`src/rtl/rf_pkg.sv`:
```
// Shared constants and types for the register-file writeback path.
// Used by rf_wb_arbiter (optional RF_WB_RR_ARB_EN round-robin build) and rf_sb.
package rf_pkg;

    localparam int RF_DW     = 32;
    localparam int RF_AW     = 4;
    localparam int RF_NREG   = 16;
    localparam int RF_PC_IDX = 15;

    typedef struct packed {
        logic [RF_AW-1:0] rd;
        logic [RF_DW-1:0] data;
    } wb_req_t;

    typedef enum logic {
        SRC_ALU = 1'b0,
        SRC_MEM = 1'b1
    } src_e;

endpackage

```
`src/rtl/rf_sb.sv`:
```
// Busy scoreboard: decode reserves destinations, accepted writebacks release them.
// Also answers the two-source RAW hazard query for decode.
module rf_sb
    import rf_pkg::*;
#(
    parameter int AW     = RF_AW,
    parameter int NREG   = RF_NREG,
    parameter int PC_IDX = RF_PC_IDX
) (
    input  logic            clk,
    input  logic            Reset,
    input  logic            rsv_valid,
    input  logic [AW-1:0]   rsv_rd,
    input  logic            clr_valid,
    input  logic [AW-1:0]   clr_rd,
    input  logic [AW-1:0]   q_ra,
    input  logic [AW-1:0]   q_rb,
    output logic            stall,
    output logic [NREG-1:0] busy,
    output logic            err_rsv
);

    localparam logic [AW-1:0] PC_RD = AW'(PC_IDX);

    logic [NREG-1:0] busy_q;
    logic [NREG-1:0] busy_d;
    logic            err_rsv_q;
    logic            err_rsv_d;
    logic            set_en;

    assign set_en = rsv_valid && (rsv_rd != PC_RD);

    // Set beats clear on the same register, so a fresh reservation survives its predecessor's writeback.
    generate
        for (genvar gi = 0; gi < NREG; gi++) begin : g_busy
            localparam logic [AW-1:0] IDX = AW'(gi);
            if (gi == PC_IDX) begin : g_pc
                assign busy_d[gi] = 1'b0;
            end else begin : g_reg
                assign busy_d[gi] = (set_en && rsv_rd == IDX) ||
                                    (busy_q[gi] && !(clr_valid && clr_rd == IDX));
            end
        end
    endgenerate

    always_comb begin
        err_rsv_d = set_en && busy_q[rsv_rd] && !(clr_valid && clr_rd == rsv_rd);
    end

    always_ff @(posedge clk or negedge Reset) begin
        if (!Reset) begin
            busy_q    <= '0;
            err_rsv_q <= 1'b0;
        end else begin
            busy_q    <= busy_d;
            err_rsv_q <= err_rsv_d;
        end
    end

    assign busy    = busy_q;
    assign err_rsv = err_rsv_q;
    assign stall   = busy_q[q_ra] | busy_q[q_rb];

endmodule

```
`src/rtl/rf_wb_arbiter.sv`:
```
// Arbitrates ALU and load writebacks onto the single register-file write port.
// Define RF_WB_RR_ARB_EN for round-robin; otherwise MEM has fixed priority over ALU.
module rf_wb_arbiter
    import rf_pkg::*;
#(
    parameter int DW     = RF_DW,
    parameter int AW     = RF_AW,
    parameter int NREG   = RF_NREG,
    parameter int PC_IDX = RF_PC_IDX
) (
    input  logic            clk,
    input  logic            Reset,
    input  logic            alu_valid,
    output logic            alu_ready,
    input  logic [AW-1:0]   alu_rd,
    input  logic [DW-1:0]   alu_data,
    input  logic            mem_valid,
    output logic            mem_ready,
    input  logic [AW-1:0]   mem_rd,
    input  logic [DW-1:0]   mem_data,
    input  logic            rsv_valid,
    input  logic [AW-1:0]   rsv_rd,
    input  logic [AW-1:0]   q_ra,
    input  logic [AW-1:0]   q_rb,
    output logic            stall,
    output logic            RegWrite,
    output logic [AW-1:0]   Rw,
    output logic [DW-1:0]   RFin,
    output logic [NREG-1:0] busy,
    output logic            err_pc_wr,
    output logic            err_rsv
);

    localparam logic [AW-1:0] PC_RD = AW'(PC_IDX);

    wb_req_t       alu_req;
    wb_req_t       mem_req;
    wb_req_t       sel_req;
    logic          grant_mem;
    logic          accept;
    logic          pc_hit;

    logic          regwrite_q, regwrite_d;
    logic [AW-1:0] rw_q, rw_d;
    logic [DW-1:0] rfin_q, rfin_d;
    logic          err_pc_wr_q, err_pc_wr_d;

    assign alu_req = '{rd: alu_rd, data: alu_data};
    assign mem_req = '{rd: mem_rd, data: mem_data};

`ifdef RF_WB_RR_ARB_EN
    src_e rr_q, rr_d;

    // Pointer names the source that wins the next contest; only contests move it.
    always_comb begin
        grant_mem = mem_valid && (!alu_valid || rr_q == SRC_MEM);
        rr_d      = rr_q;
        if (alu_valid && mem_valid) begin
            rr_d = grant_mem ? SRC_ALU : SRC_MEM;
        end
    end

    always_ff @(posedge clk or negedge Reset) begin
        if (!Reset) begin
            rr_q <= SRC_MEM;
        end else begin
            rr_q <= rr_d;
        end
    end
`else
    always_comb begin
        grant_mem = mem_valid;
    end
`endif

    assign mem_ready = grant_mem;
    assign alu_ready = alu_valid && !grant_mem;

    // PC-targeted requests are still accepted so the requester drains; only the write is suppressed.
    always_comb begin
        sel_req     = grant_mem ? mem_req : alu_req;
        accept      = alu_ready || mem_ready;
        pc_hit      = (sel_req.rd == PC_RD);
        regwrite_d  = accept && !pc_hit;
        err_pc_wr_d = accept && pc_hit;
        rw_d        = rw_q;
        rfin_d      = rfin_q;
        if (regwrite_d) begin
            rw_d   = sel_req.rd;
            rfin_d = sel_req.data;
        end
    end

    always_ff @(posedge clk or negedge Reset) begin
        if (!Reset) begin
            regwrite_q  <= 1'b0;
            rw_q        <= '0;
            rfin_q      <= '0;
            err_pc_wr_q <= 1'b0;
        end else begin
            regwrite_q  <= regwrite_d;
            rw_q        <= rw_d;
            rfin_q      <= rfin_d;
            err_pc_wr_q <= err_pc_wr_d;
        end
    end

    assign RegWrite  = regwrite_q;
    assign Rw        = rw_q;
    assign RFin      = rfin_q;
    assign err_pc_wr = err_pc_wr_q;

    rf_sb #(
        .AW     (AW),
        .NREG   (NREG),
        .PC_IDX (PC_IDX)
    ) u_sb (
        .clk       (clk),
        .Reset     (Reset),
        .rsv_valid (rsv_valid),
        .rsv_rd    (rsv_rd),
        .clr_valid (accept),
        .clr_rd    (sel_req.rd),
        .q_ra      (q_ra),
        .q_rb      (q_rb),
        .stall     (stall),
        .busy      (busy),
        .err_rsv   (err_rsv)
    );

endmodule

```
`config.mk`:
```
export PLATFORM = sky130hd
export DESIGN_NAME = rf_wb_arbiter
export DESIGN_NICKNAME = d
export VERILOG_FILES = /design/src/rtl/rf_pkg.sv /design/src/rtl/rf_sb.sv /design/src/rtl/rf_wb_arbiter.sv
export SDC_FILE = /design/constraint.sdc
export NUM_CORES = 1
export LEC_CHECK = 0
export CORE_AREA = 2 2 92 94
export DETAILED_ROUTE_END_ITERATION = 10
export DIE_AREA = 0 0 94 96
export GPL_TIMING_DRIVEN = 0
export HOLD_SLACK_MARGIN = 0.15
export PLACE_DENSITY = 0.76
export SLEW_MARGIN = 20
export SYNTH_ARGS = -nofsm -noshare
export SYNTH_HDL_FRONTEND = slang
export SYNTH_SLANG_ARGS = --single-unit
```
`constraint.sdc`:
```
create_clock -name clk -period 2.4 [get_ports clk]
set_input_delay 0.48 -clock clk [delete_from_list [all_inputs] [get_ports clk]]
set_output_delay 0.48 -clock clk [all_outputs]
set_load 0.005 [all_outputs]
```
Fig. 1: signal wires on met3
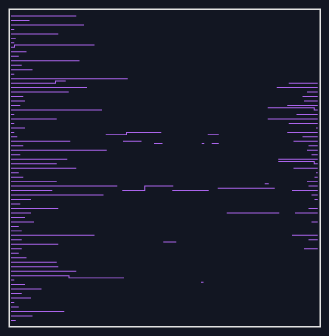
wire length on this layer	976 µm
longest straight run	35.2 µm
main direction	horizontal
nets with wire on the layer	110

Fig. 2: cell placement
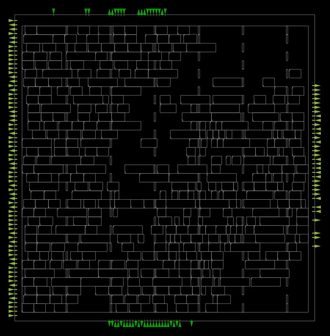
flop count: 54
Core Region: 8051 µm²
Tapcell Cnt: 105

Fig. 3: sequential cells colored by netlist name
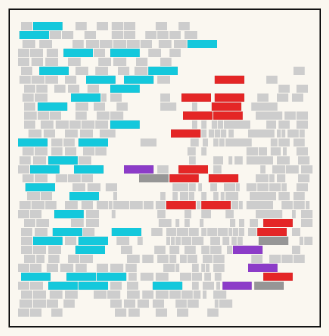
name in the netlist	color	flops
`Rw`	purple	4
`RFin`	cyan	32
`u_sb.busy`	red	15

Fig. 4: port wiring
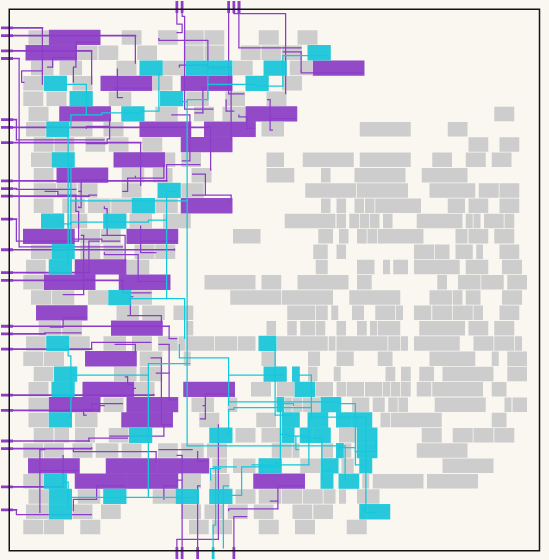
port	color	bits	direction	edge	end cells	buffers	wire
`mem_valid`	cyan	1	input	south	54	8	633 µm
`RFin`	purple	32	output	23 west, 5 north, 4 south	32	32	1140 µm

Fig. 5: wire density map
19 x 19 tiles, from black (low) to pale yellow (high), scaled to the fullest tile. Values are wire area over tile area, all layers added.
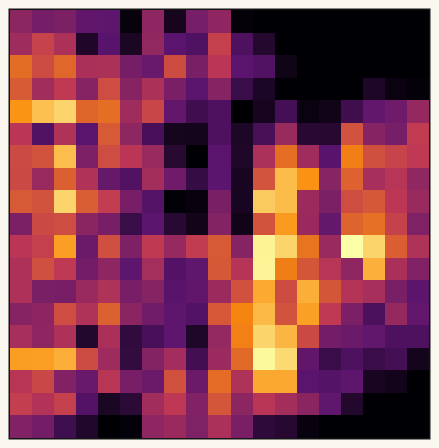
nearly empty tiles	12%
fullest tile	0.45
mean over tiles	0.16
densest ninth of the die	east
emptiest ninth of the die	north-east

==> summary.txt <==
outcome: finished with violations
failing checks: setup timing
Hold WC Path Type: input pin to asynchronous set/reset pin
non-clock inverter count: 9
Overflow after GRT: 0
Required @ worst endpoint: 1.92 ns
Post-Syn Instances: 252
Biggest consumer: sequential cells
MUX share of area: 0.3363
Synth Warn #: 0
sw frac: 0.2807
fmax: 0.4034 GHz
CLK BUF: 6
fin crit share: 1.033
Flops after synth: 54
dominant kind of cell by area: multi-input combinational cells
PnR worst setup slack: -0.07921 ns
Overall Global Routing Usage: 0.1991
Fin Setup TNS: -0.07921 ns
Leak: 1.921 nW
Seq share, synth: 0.4344
tool warning count: 28
first-pass GRT wire length: 13920 µm
Post-Syn Area: 3110 µm²
Cell Pwr Density: 554.4 nW/µm²
sequential share of power: 0.444
Final Max-Slew Violation Tally: 0
yosys adder share: 0
final setup vio count: 1
DRC Markers: 0
WP data arrival: 2.00 ns
clk tree area frac: 0.01811
Int Pwr: 1.901 mW
total CTS buffers: 5
Area contributors post-synth: dfrtp_1 (43%), mux2_2 (22%), mux4_2 (6.5%)
DR vias/cell: 5.267
die width: 94 µm
asr flop ratio synth: 1.000
count of library flops with an enable pin: 0
Compound Share, Synth: 0.1094
Worst setup SP type: input pin
area share, top type: 0.4344
die area: 9024 µm²
Comb/total area: 0.3394
CTS Sinks: 54
Tmin final: 2.479 ns
Root Driver: clkbuf_8
[how the worst max path moves through the flow]
stage / startpoint / to / slack (ns) / cells past startpoint
6_report: q_ra[0] / stall / -0.08 / 6
5_1_grt: u_sb.busy[11] / stall / -0.16 / 5
4_1_cts: u_sb.busy[11] / stall / -0.09 / 5
3_5_place_dp: q_ra[0] / stall / -0.79 / 6
3_3_place_gp: Reset / u_sb.busy[7] / -0.85 / 1
2_1_floorplan: q_ra[0] / stall / 0.30 / 4
[routing by layer]
metal,up-vias,track usage
met3,8,0.08614
li1,1247,-
met1,1307,0.2374
met5,-,0
met2,124,0.3339
met4,0,0.04831
[critical path, cell delays in order]
cell and delay, ns:
clkdlybuf4s15_2 0.23, mux4_2 0.51, nor2b_1 0.14, a211o_1 0.22, a221o_1 0.28, buf_2 0.12
Power is estimated from default activity; no workload was simulated.
